$ cat src/rtl/synth_pkg.sv
// Shared voice-synth types, sizes, ROM contents and small helpers.
// Latency: n/a (declarations and pure functions only).
// Backpressure: n/a.
package synth_pkg;

    localparam int N_VOICES = 8;
    localparam int PHASE_W  = 32;
    localparam int SAMPLE_W = 8;
    localparam int ADDR_W   = 8;
    localparam int ROM_LAT  = 2;
    localparam int MIX_W    = SAMPLE_W + 3;
    localparam int IDX_W    = $clog2(N_VOICES);

    typedef logic [PHASE_W-1:0]         phase_t;
    typedef logic signed [SAMPLE_W-1:0] sample_t;
    typedef logic signed [MIX_W-1:0]    mix_t;

    typedef enum logic [1:0] {
        IDLE  = 2'd0,
        ISSUE = 2'd1,
        DRAIN = 2'd2,
        DONE  = 2'd3
    } mix_state_t;

    // First quarter wave, round(127*sin(2*pi*k/256)) for k = 0..64.
    localparam int QSINE [0:64] = '{
          0,   3,   6,   9,  12,  16,  19,  22,  25,  28,
         31,  34,  37,  40,  43,  46,  49,  51,  54,  57,
         60,  63,  65,  68,  71,  73,  76,  78,  81,  83,
         85,  88,  90,  92,  94,  96,  98, 100, 102, 104,
        106, 107, 109, 111, 112, 113, 115, 116, 117, 118,
        120, 121, 122, 122, 123, 124, 125, 125, 126, 126,
        126, 127, 127, 127, 127
    };

    // Full-wave sample from the quarter table by mirror/negate symmetry.
    function automatic sample_t sine_lookup(input logic [ADDR_W-1:0] i);
        logic [6:0] k;
        logic [6:0] q;
        if (i <= 8'd64)       k = 7'(i);
        else if (i <= 8'd128) k = 7'(8'd128 - i);
        else if (i <= 8'd192) k = 7'(i - 8'd128);
        else                  k = 7'(8'd0 - i);
        q = 7'(QSINE[k]);
        return (i > 8'd128) ? -$signed({1'b0, q}) : $signed({1'b0, q});
    endfunction

    function automatic logic [3:0] popcount(input logic [N_VOICES-1:0] g);
        logic [3:0] c;
        c = 4'd0;
        for (int v = 0; v < N_VOICES; v++) c = c + {3'b000, g[v]};
        return c;
    endfunction

endpackage

$ cat src/rtl/sine_rom.sv
// 256 x 8 signed sine table with registered address and registered data.
// Latency: 2 cycles from addr_in to data_out.
// Backpressure: none; free-running, one lookup accepted every cycle.
module sine_rom
    import synth_pkg::*;
(
    input  logic              clk_in,
    input  logic [ADDR_W-1:0] addr_in,
    output sample_t           data_out
);

    logic [ADDR_W-1:0] addr_q;

    // Two-stage read: capture the address, then the table word.
    always_ff @(posedge clk_in) begin
        addr_q   <= addr_in;
        data_out <= sine_lookup(addr_q);
    end

endmodule

$ cat src/rtl/voice_sine_mixer.sv
// Snapshots 8 voice phases per tick, looks each up in a shared sine ROM, sums the gated voices.
// Latency: mix_valid_out 12 cycles after the edge that samples sample_tick_in.
// Backpressure: none; ticks arriving while a pass is running are dropped and flagged on overrun_out.
module voice_sine_mixer
    import synth_pkg::*;
(
    input  logic                    clk_in,
    input  logic                    rst_in,
    input  logic                    sample_tick_in,
    input  logic [N_VOICES-1:0]     gate_in,
    input  phase_t                  phase_in [N_VOICES-1:0],
    output logic signed [MIX_W-1:0] mix_out,
    output logic                    mix_valid_out,
    output logic [3:0]              active_cnt_out,
    output logic                    busy_out,
    output logic                    overrun_out
);

    mix_state_t         state_q, state_d;
    logic [IDX_W-1:0]   idx_q;
    logic [1:0]         drain_q;
    logic [ADDR_W-1:0]  snap_idx_q [N_VOICES-1:0];
    logic [N_VOICES-1:0] snap_gate_q;
    logic               s1_vld_q, s1_gate_q, s2_vld_q, s2_gate_q;
    mix_t               acc_q;
    sample_t            rom_dat;
    logic [ADDR_W-1:0]  rom_addr;
    logic               start;
    logic               unused_phase_lsbs;

    assign start    = sample_tick_in && (state_q == IDLE);
    assign busy_out = (state_q != IDLE);
    assign rom_addr = snap_idx_q[idx_q];

    // Only the top phase bits address the ROM; the fractional part is intentionally dropped.
    always_comb begin
        unused_phase_lsbs = 1'b0;
        for (int v = 0; v < N_VOICES; v++)
            unused_phase_lsbs = unused_phase_lsbs ^ (^phase_in[v][PHASE_W-ADDR_W-1:0]);
    end

    // Next-state: issue all voices, wait for the ROM pipe plus one accumulate, then publish.
    always_comb begin
        state_d = state_q;
        case (state_q)
            IDLE:    if (sample_tick_in) state_d = ISSUE;
            ISSUE:   if (idx_q == IDX_W'(N_VOICES - 1)) state_d = DRAIN;
            DRAIN:   if (drain_q == 2'(ROM_LAT)) state_d = DONE;
            DONE:    state_d = IDLE;
            default: state_d = IDLE;
        endcase
    end

    // State register plus voice index and drain counter.
    always_ff @(posedge clk_in or posedge rst_in) begin
        if (rst_in) begin
            state_q <= IDLE;
            idx_q   <= '0;
            drain_q <= '0;
        end else begin
            state_q <= state_d;
            if (start)                 idx_q <= '0;
            else if (state_q == ISSUE) idx_q <= idx_q + 1'b1;
            drain_q <= (state_q == DRAIN) ? drain_q + 2'd1 : 2'd0;
        end
    end

    // Freeze the inputs at the tick so later input changes cannot disturb the pass.
    always_ff @(posedge clk_in or posedge rst_in) begin
        if (rst_in) begin
            snap_gate_q <= '0;
            for (int v = 0; v < N_VOICES; v++) snap_idx_q[v] <= '0;
        end else if (start) begin
            snap_gate_q <= gate_in;
            for (int v = 0; v < N_VOICES; v++) snap_idx_q[v] <= phase_in[v][PHASE_W-1 -: ADDR_W];
        end
    end

    sine_rom u_sine_rom (
        .clk_in   (clk_in),
        .addr_in  (rom_addr),
        .data_out (rom_dat)
    );

    // Valid/gate tags travel alongside the ROM's two register stages.
    always_ff @(posedge clk_in or posedge rst_in) begin
        if (rst_in) begin
            s1_vld_q  <= 1'b0;
            s1_gate_q <= 1'b0;
            s2_vld_q  <= 1'b0;
            s2_gate_q <= 1'b0;
        end else begin
            s1_vld_q  <= (state_q == ISSUE);
            s1_gate_q <= snap_gate_q[idx_q];
            s2_vld_q  <= s1_vld_q;
            s2_gate_q <= s1_gate_q;
        end
    end

    // Sum sign-extended samples of gated voices; 11 bits cover 8 x +/-127 without saturation.
    always_ff @(posedge clk_in or posedge rst_in) begin
        if (rst_in) begin
            acc_q <= '0;
        end else if (start) begin
            acc_q <= '0;
        end else if (s2_vld_q && s2_gate_q) begin
            acc_q <= acc_q + {{(MIX_W-SAMPLE_W){rom_dat[SAMPLE_W-1]}}, rom_dat};
        end
    end

    // Publish results in DONE and flag ticks that land while a pass is running.
    always_ff @(posedge clk_in or posedge rst_in) begin
        if (rst_in) begin
            mix_out        <= '0;
            mix_valid_out  <= 1'b0;
            active_cnt_out <= '0;
            overrun_out    <= 1'b0;
        end else begin
            mix_valid_out <= (state_q == DONE);
            overrun_out   <= sample_tick_in && (state_q != IDLE);
            if (state_q == DONE) begin
                mix_out        <= acc_q;
                active_cnt_out <= popcount(snap_gate_q);
            end
        end
    end

endmodule

$ cat config.mk
export PLATFORM = sky130hd
export DESIGN_NAME = voice_sine_mixer
export DESIGN_NICKNAME = d
export VERILOG_FILES = /design/src/rtl/synth_pkg.sv /design/src/rtl/sine_rom.sv /design/src/rtl/voice_sine_mixer.sv
export SDC_FILE = /design/constraint.sdc
export NUM_CORES = 1
export LEC_CHECK = 0
export ABC_CLOCK_PERIOD_IN_PS = 12100
export CAP_MARGIN = 30
export CORE_MARGIN = 2
export CORE_UTILIZATION = 35
export DETAILED_ROUTE_END_ITERATION = 12
export PLACE_DENSITY = 0.68
export SLEW_MARGIN = 20
export SYNTH_ARGS = -nofsm -noshare
export SYNTH_HDL_FRONTEND = slang
export SYNTH_SLANG_ARGS = --single-unit
$ cat constraint.sdc
create_clock -name clk_in -period 12.1 [get_ports clk_in]
set_clock_uncertainty 0.15 [all_clocks]
set_input_delay 1.21 -clock clk_in [delete_from_list [all_inputs] [get_ports clk_in]]
set_output_delay 1.21 -clock clk_in [all_outputs]
set_load 0.01 [all_outputs]
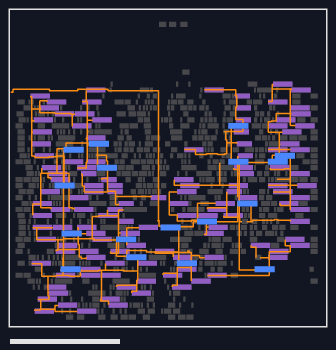
Run 1: clock wires, drivers and flops
Bar = 50 um.
[purple] flip-flops | count: 127
[blue] cells driving clock nets | count: 17
[orange] clock wires | length: 1630 um
routed clock nets	18
clock power share: 18.8%
Skew-Pair Late Insertion Delay: 410 ps
Clock group: 0.511 mW

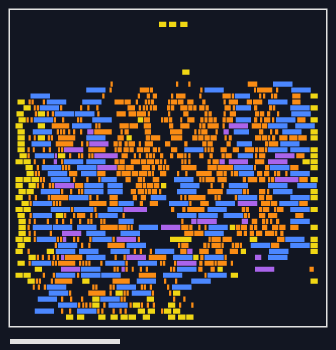
Run 1: placed cells, one colour a class
Bar = 50 um.
colour	class	cells	share of their area
yellow	other buffers and delay cells	100	12%
blue	flip-flops	127	37%
purple	clock drivers and dummy loads	32	7.2%
orange	all other logic	559	43%
Rows: 51
Util after Layout: 44.57%

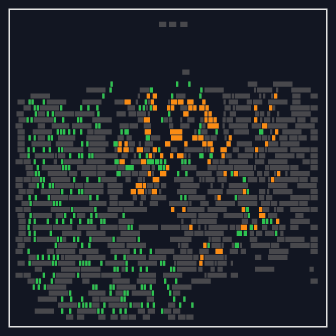
Run 1: selected gate families
colour	family	cells
orange	inverting AOI/OAI gates	87
green	NAND gates	252
Finished Layout Cells: 1083
most numerous logic cell after layout: nand2_1

==> Changelog: implementation, run 1 <==
### Metrics

* Post-Syn Nets at slightly above 1000
* Sink Count at approximately 130
* DR iter-0 viols at around 240
* Well Taps at 265
* Ys Warns at 0
* Logic power comb at 1.42 mW
* Chip Area, Yosys at around 6800 um2
* Critical Path End Type: register
* Fin. max-slew vios at 0
* End point of the critical path: u_sine_rom.data_out[6]
* Placed Cells at roughly 1000
* Buffers excl. clock at ~100
* PostCTS Resize Cnt at 0
* Antenna violations before repair at 0
* WHS Endpoint: s2_vld_q
* Reg2reg path depth at 15
* Final hold violation count at 0
* Fmax at between 200 and 250 MHz
* Setup Fix Bufs, Post-CTS at 0
* Reg-to-reg slack, setup at about 7300 ps
* Hold Slack at 196.3 ps
* Total gr overflow at 0
* TritonRoute pass-1 iters at 5
* Simple Share, Synth at between 20% and 30%
* Multi-input gate area at 3470 um2
* First-pass GRT wire length at around 26000 um
* Status: complete, no violations
* Hold WC Path Type: register to register
* Clock-pin slew on the worst setup and hold paths at around 60 ps
* Most flops, register: snap_idx_q
* NonClk Buf Share at between 10% and 20%
* H-tree lvl count at 4
* Vias at 5306
* PortBufs at 92
* Min-Delay Path Depth at 0
* Clock buffer count at 18
* CP arrival at 4900 ps
* Tool warnings at ~230
* Pint at 1.604 mW
* Top sig layer: met4
* GRT Total Usage at ~16%
* Cell area after synthesis at slightly below 7000 um2
* Flops & latches, synth at roughly 130
* Critical path depth at 15
* Sw Ratio at 41.08%
* Clk tree area frac at between 6 and 7%
* Setup TNS at 0 ps
* Setup WS pre-CTS at 7398 ps
* Yosys adder share at 7.272%
* HPWL after detailed placement at 10690 um
* WL per Instance at approximately 14 um
* Synth Seq Share at a little under half
* Ant diodes at 0
* Reg power frac at between 20 and 30%
* Non-Clock Inverter Count at 32
* Reg-to-reg startpoint: u_sine_rom.addr_q[0]
* Seq. cell area at slightly above 3000 um2
* Final worst-path cycle share at between 30% and 40%
* CTS Hold Bufs at 0
* Post-Syn Instances at 725
* Largest net degree at the start of global routing at about 95
* Post-placement cell area at approximately 8000 um2
* Logic share of the area at approximately 40%
* Area Overhead vs Synth at 25.85%
* Final Critical Period at 4751 ps
* Met2 WL at roughly 7300 um
* Power, Total at between 2 and 3 mW
* Commonest cells in the netlist: 233 x nand2_1, 111 x dfrtp_1, 34 x nor2_1
* Die Span Y at between 100 and 150 um
* Layout fillers at between 1500 and 2000
* Dominant kind of cell: multi-input combinational cells
* Async SR Flop Fraction at 87.40%
* CP top delay family: simple AND/OR/NAND/NOR gates
* Met1 usage at 21.12%
* MUX share of area at about 11%
* Top cells, area: dfrtp_1 41%, nand2_1 13%, mux4_2 5.9%
* Worst EP required at roughly 12000 ps
* Worst setup SP type: register
* GR peak layer: met2
* Leakage power at ~3.9 nW
* GR Layer Usage met2 at 25.51%
* Yosys top cell by area: dfrtp_1
* CP startpoint: u_sine_rom.addr_q[0]
* Combinational Power Share at a little over half
* Crit path largest cell delay at between 400 and 500 ps
* Final Net Count at 1108
* Final Instance Area at 8618 um2
* Fraction of layout cells with a size suffix above 1 at between 10 and 15%
* Hold path startpoint: s1_vld_q
* WS Path Type: register to register
* Cell Pwr Density at 315.8 nW/um2
* Max reg flops at 64
* M3 GR Usage at 3.432%
* RD Place Congestion at ~0.88
* Rel. slew slack at between 30% and 40%
* Max_cap viols at 0
* Comb_multi_in at ~530
* Reg2reg end: u_sine_rom.data_out[6]
* Final ANT Viol Nets at 0
* Most frequent cell after synthesis: nand2_1
* Drt via density at about 4.9
* Top area contributor share at about two fifths
* Fp_density at roughly 35%
* Routed met1 length at 7187 um
* Predominant post-synthesis flop cell: dfrtp_1
* Top cells excl fill/tap: 232 x nand2_1, 111 x dfrtp_1, 92 x clkdlybuf4s50_1
* Top logic family: simple AND/OR/NAND/NOR gates
* Sequential cells at ~130
* Setup WS post-layout at between 7000 and 8000 ps
==> run 1 -> run 2 <==
Settings changed: ABC_CLOCK_PERIOD_IN_PS 12100 to 5000.
Clock period 12.1 ns to 5 ns, I/O delays scaled along.
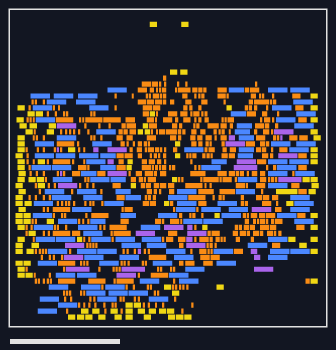
Run 2: placed cells, one colour a class
Bar = 50 um.
colour	class	cells	share of their area
blue	flip-flops	127	37%
purple	clock drivers and dummy loads	32	7.4%
orange	all other logic	559	43%
yellow	other buffers and delay cells	108	13%
Final Instance Area: 8703 um2
sequential cell area share: 35.60%
Core Area: 19330 um2

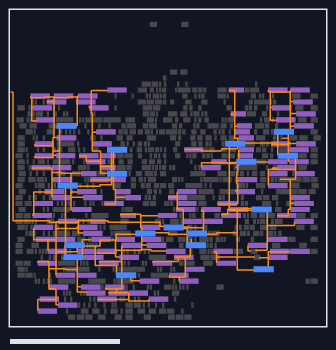
Run 2: clock wires, drivers and flops
Bar = 50 um.
[purple] flip-flops | count: 127
[blue] cells driving clock nets | count: 17
[orange] clock wires | length: 1630 um
routed clock nets	18
clock power share: 19.2%
Clock group: 1.30 mW
Skew-Pair Late Insertion Delay: 420 ps

==> Changelog: implementation, run 2 <==
### Metrics

* Final ANT Viol Nets at 0 (unchanged)
* Predominant post-synthesis flop cell: dfrtp_1
* Reg2reg path depth at 15 (unchanged)
* Final hold violation count at 0 (unchanged)
* Worst EP required at 5150 ps (-7100 ps)
* Yosys top cell by area: dfrtp_1
* Final Net Count at 1116 (+0.72%)
* Fmax at 239.6 MHz (+14%)
* Die W at 143.9 um
* Dominant kind of cell: multi-input combinational cells
* Final worst-path cycle share at 83.46% (+44 points)
* Min-Delay Path Depth at 0 (unchanged)
* Final Critical Period at 4173 ps (-577.8 ps)
* Chip Area, Yosys at 6848 um2 (unchanged)
* CP startpoint: u_sine_rom.addr_q[1]
* Multi-input gate area at 3470 um2 (unchanged)
* Library cells used by synthesis at 65
* Peak supply drop at 0.0003737 V
* Non-Clock Inverter Count at 32 (unchanged)
* Sequential cells at 127 (unchanged)
* Yosys cell count at approximately 730
* Area Overhead vs Synth at 27.10%
* Rows at 51 (unchanged)
* Comb_multi_in at 527 (unchanged)
* Yosys adder share at 7.272% (unchanged)
* Antenna violations before repair at 0 (unchanged)
* Max_cap viols at 0 (unchanged)
* MUX share of area at 10.89% (unchanged)
* NonClk Buf Share at 12.19% (+0.58 points)
* Cell area after synthesis at 6848 um2 (unchanged)
* PortBufs at 92 (unchanged)
* Met2 WL at 7487 um (+2.4%)
* Synth Seq Share at 45.24% (unchanged)
* GRT Total Usage at 16.03% (+0.18 points)
* WS Path Type: register to register
* WHS Endpoint: s2_vld_q
* Fraction of layout cells with a size suffix above 1 at 12.23% (+0.61 points)
* Top sig layer: met4
* DR iter-0 viols at 325 (+33%)
* Commonest cells in the netlist: 233 x nand2_1, 111 x dfrtp_1, 34 x nor2_1
* Top cells excl fill/tap: 232 x nand2_1, 111 x dfrtp_1, 92 x clkdlybuf4s50_1
* Hold Slack at 191.2 ps (-5.091 ps)
* Count of library flops with an enable pin at 0
* Met1 usage at 21.15% (+0.031 points)
* CP top delay family: simple AND/OR/NAND/NOR gates
* Setup Fix Bufs, Post-CTS at 0 (unchanged)
* CTS Hold Bufs at 0 (unchanged)
* Total gr overflow at 0 (unchanged)
* Simple Share, Synth at 20.10% (unchanged)
* Hold WC Path Type: register to register
* M3 GR Usage at 3.499% (+0.067 points)
* Reg-to-reg startpoint: u_sine_rom.addr_q[1]
* Hold path startpoint: s1_vld_q
* Reg2reg end: u_sine_rom.data_out[6]
* Pint at 4.017 mW (+150%)
* Reg-to-reg slack, setup at 830 ps (-6520 ps)
* Switching power total at ~2.7 mW
* Max reg flops at 64 (unchanged)
* Die ar. at about 21000 um2
* Routed met1 length at 7071 um (-1.6%)
* Top cells, area: dfrtp_1 41%, nand2_1 13%, mux4_2 5.9%
* Post-Syn Instances at 725 (unchanged)
* Seq. cell area at 3098 um2 (unchanged)
* Clock-pin slew on the worst setup and hold paths at 60 ps (about the same)
* Ant diodes at 0 (unchanged)
* Finished Layout Cells at 1091 (+0.74%)
* Logic power comb at 3.55 mW (+150%)
* Clk tree area frac at 7.131% (+0.22 points)
* CP arrival at 4330 ps (-570 ps)
* Power, Total at 6.745 mW (+150%)
* Fin. max-slew vios at 0 (unchanged)
* Flops & latches, synth at 127 (unchanged)
* Met3 WL at between 800 and 900 um
* Drt via density at 4.890 (-0.19%)
* Yosys xor share at 2.046%
* Combinational Power Share at 52.6% (+0.3 points)
* HPWL after detailed placement at 10790 um (+0.87%)
* RD Place Congestion at 0.8135 (-7.9%)
* Critical path depth at 15 (unchanged)
* Critical Path End Type: register
* Logic share of the area at 39.86% (-0.39 points)
* Most frequent cell after synthesis: nand2_1
* Largest net degree at the start of global routing at 80 (-16%)
* Well Taps at 265 (unchanged)
* Clock buffer count at 20 (+2)
* Buffers excl. clock at 108 (+8.0%)
* Layout fillers at 1863 (-0.53%)
* Sink Count at 127 (unchanged)
* Tool warnings at 228 (unchanged)
* H-tree lvl count at 4 (unchanged)
* Sw Ratio at 40.45% (-0.63 points)
* Fp_density at 35.42% (unchanged)
* End point of the critical path: u_sine_rom.data_out[6]
* Crit path largest cell delay at 440 ps (-30 ps)
* WL per Instance at 14.29 um (+0.47%)
* First-pass GRT wire length at 25880 um (+1.2%)
* Most flops, register: snap_idx_q
* PostCTS Resize Cnt at 0 (unchanged)
* Top logic family: simple AND/OR/NAND/NOR gates
* Rel. slew slack at 39.60% (+1.4 points)
* Worst setup SP type: register
* Io pins at between 200 and 300
* Util after Layout at 45.01% (+0.44 points)
* Reg power frac at 28.2% (-0.7 points)
* Post-placement cell area at 8055 um2 (+0.85%)
* Drt drc at 0
* Setup TNS at 0 ps (unchanged)
* Setup WS post-layout at 827.0 ps (-6522 ps)
* Status: complete, no violations
* Die Span Y at 143.9 um (unchanged)
* Unrepaired setup endpoints after global routing: no
* Most numerous logic cell after layout: nand2_1
* TritonRoute pass-1 iters at 6 (+1)
* GR peak layer: met2
* Async SR Flop Fraction at 87.40% (unchanged)
* Vias in the first global route at 5250
* Setup WS pre-CTS at 908.0 ps (-6490 ps)
* Post-Syn Nets at 1028 (unchanged)
* Top area contributor share at 40.56% (unchanged)
* Cell Pwr Density at 774.9 nW/um2 (+150%)
* Ys Warns at 0 (unchanged)
* Placed Cells at 1058 (+0.86%)
* Leakage power at 4.001 nW (+1.3%)
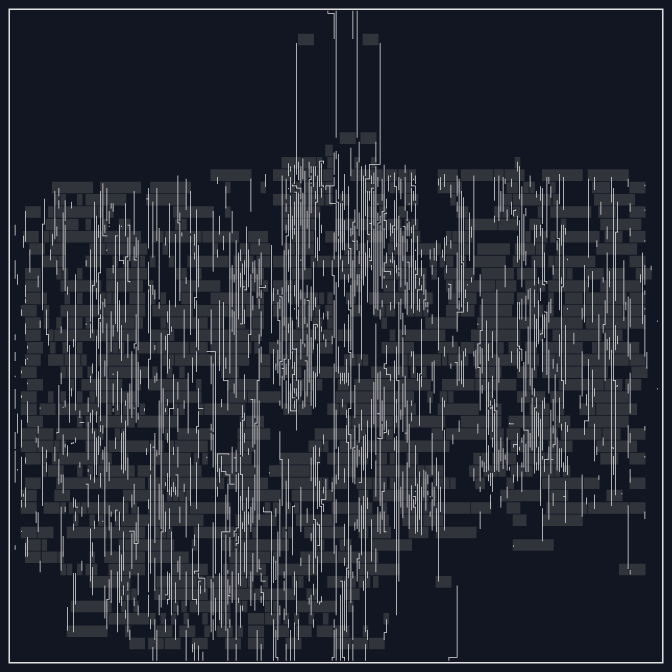
Run 2: M2 wires
Cells faint in the background.
wire length on this layer	7490 um
main direction	vertical
share of all routed wire	48%
Vias: 5335
GR Layer Usage met2: 26.14%
Final Routed Wirelength: 15590 um

==> run 2 -> run 3 <==
Settings changed: ABC_CLOCK_PERIOD_IN_PS 5000 to 3750, PLACE_DENSITY 0.68 to 0.7.
Clock period 5 ns to 3.75 ns, I/O delays scaled along.
==> Changelog: implementation, run 3 <==
### Metrics

* Final Critical Period at 3501 ps (-672.0 ps)
* Top area contributor share at 40.56% (unchanged)
* Setup WS post-layout at 249.0 ps (-578.0 ps)
* Most frequent cell after synthesis: nand2_1
* Met2 WL at 7834 um (+4.6%)
* Reg2reg end: u_sine_rom.data_out[6]
* Top cells excl fill/tap: 232 x nand2_1, 111 x dfrtp_1, 92 x clkdlybuf4s50_1
* Final ANT Viol Nets at 0 (unchanged)
* CTS Hold Bufs at 0 (unchanged)
* Post-placement cell area at 8207 um2 (+1.9%)
* H-tree lvl count at 4 (unchanged)
* Chip Area, Yosys at 6848 um2 (unchanged)
* Max_cap viols at 0 (unchanged)
* Skew-Pair Late Insertion Delay at 420 ps (about the same)
* WHS Endpoint: s2_gate_q
* Setup WS pre-CTS at 97.94 ps (-810.0 ps)
* Library cells used by synthesis at 65 (unchanged)
* End point of the critical path: u_sine_rom.data_out[6]
* Hold path startpoint: s1_gate_q
* Sink Count at 127 (unchanged)
* Fin. max-slew vios at 0 (unchanged)
* Io pins at 285 (unchanged)
* Final hold violation count at 0 (unchanged)
* Well Taps at 265 (unchanged)
* Antenna violations before repair at 0 (unchanged)
* Status: complete, no violations
* Met1 usage at 22.15% (+1.0 points)
* Yosys xor share at 2.046% (unchanged)
* Seq. cell area at 3099 um2 (about the same)
* WS Path Type: register to register
* GRT Total Usage at 16.79% (+0.76 points)
* M3 GR Usage at 4.765% (+1.3 points)
* Commonest cells in the netlist: 233 x nand2_1, 111 x dfrtp_1, 34 x nor2_1
* Reg-to-reg startpoint: u_sine_rom.addr_q[0]
* Cell Pwr Density at 1052 nW/um2 (+36%)
* Reg-to-reg slack, setup at 250 ps (-580 ps)
* Critical path depth at 19 (+4)
* GR peak layer: met2
* Flops & latches, synth at 127 (unchanged)
* Most flops, register: snap_idx_q
* RD Place Congestion at 0.8718 (+7.2%)
* Post-Syn Instances at 725 (unchanged)
* Async SR Flop Fraction at 87.40% (unchanged)
* Post-Syn Nets at 1028 (unchanged)
* Yosys cell count at 725 (unchanged)
* Drt via density at 4.913 (+0.48%)
* Logic share of the area at 39.64% (-0.23 points)
* Layout fillers at 1846 (-0.91%)
* Leakage power at 4.077 nW (+1.9%)
* Pint at 5.527 mW (+38%)
* Fp_density at 35.42% (unchanged)
* HPWL after detailed placement at 11320 um (+5.0%)
* Peak supply drop at 0.0004302 V (+15%)
* Total gr overflow at 0 (unchanged)
* PostCTS Resize Cnt at 0 (unchanged)
* Clock-pin slew on the worst setup and hold paths at 60 ps (about the same)
* Rows at 51 (unchanged)
* Sw Ratio at 40.62% (+0.17 points)
* Final Routed Wirelength at 16140 um (+3.6%)
* Yosys adder share at 7.272% (unchanged)
* Tool warnings at 228 (unchanged)
* Top logic family: simple AND/OR/NAND/NOR gates
* NonClk Buf Share at 13.53% (+1.3 points)
* CP arrival at 3660 ps (-670 ps)
* Rel. slew slack at 47.76% (+8.2 points)
* Synth Seq Share at 45.24% (unchanged)
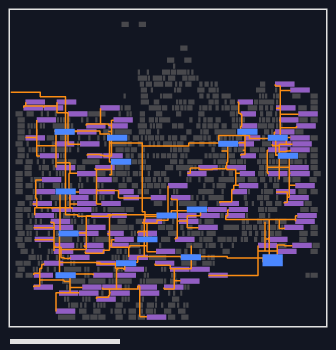
Run 3: clock wires, drivers and flops
Bar = 50 um.
[orange] clock wires | length: 1620 um
[blue] cells driving clock nets | count: 17
[purple] flip-flops | count: 127
routed clock nets	18
clock power share: 17.5%
Clock group: 1.63 mW

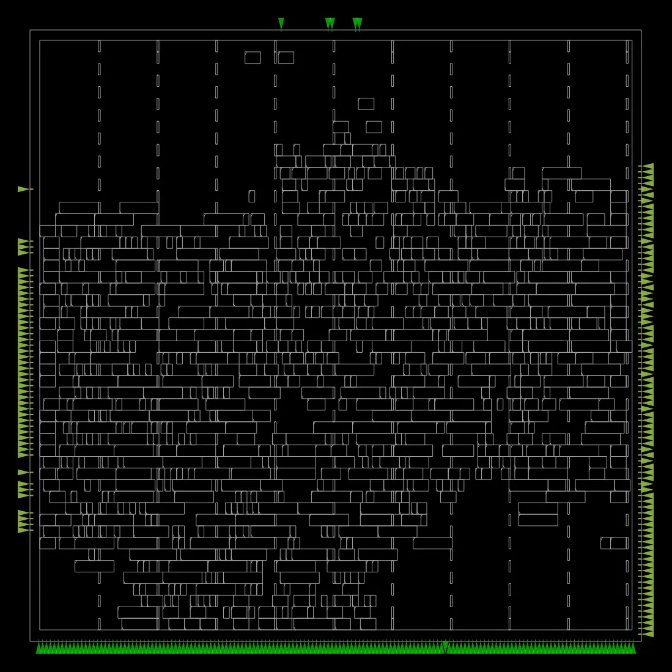
Run 3: placement view
sequential cells: 127
Finished Layout Cells: 1108

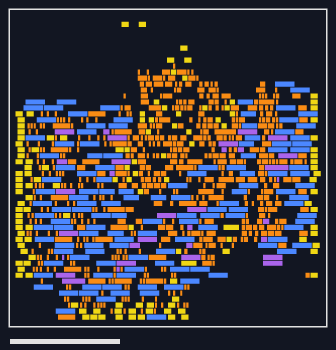
Run 3: placed cells, one colour a class
Bar = 50 um.
colour	class	cells	share of their area
orange	all other logic	559	43%
purple	clock drivers and dummy loads	32	6.9%
yellow	other buffers and delay cells	125	14%
blue	flip-flops	127	36%
sequential cell area share: 35.02%
Final Instance Area: 8851 um2
Util after Layout: 45.78%

Power is estimated from default activity; no workload was simulated.
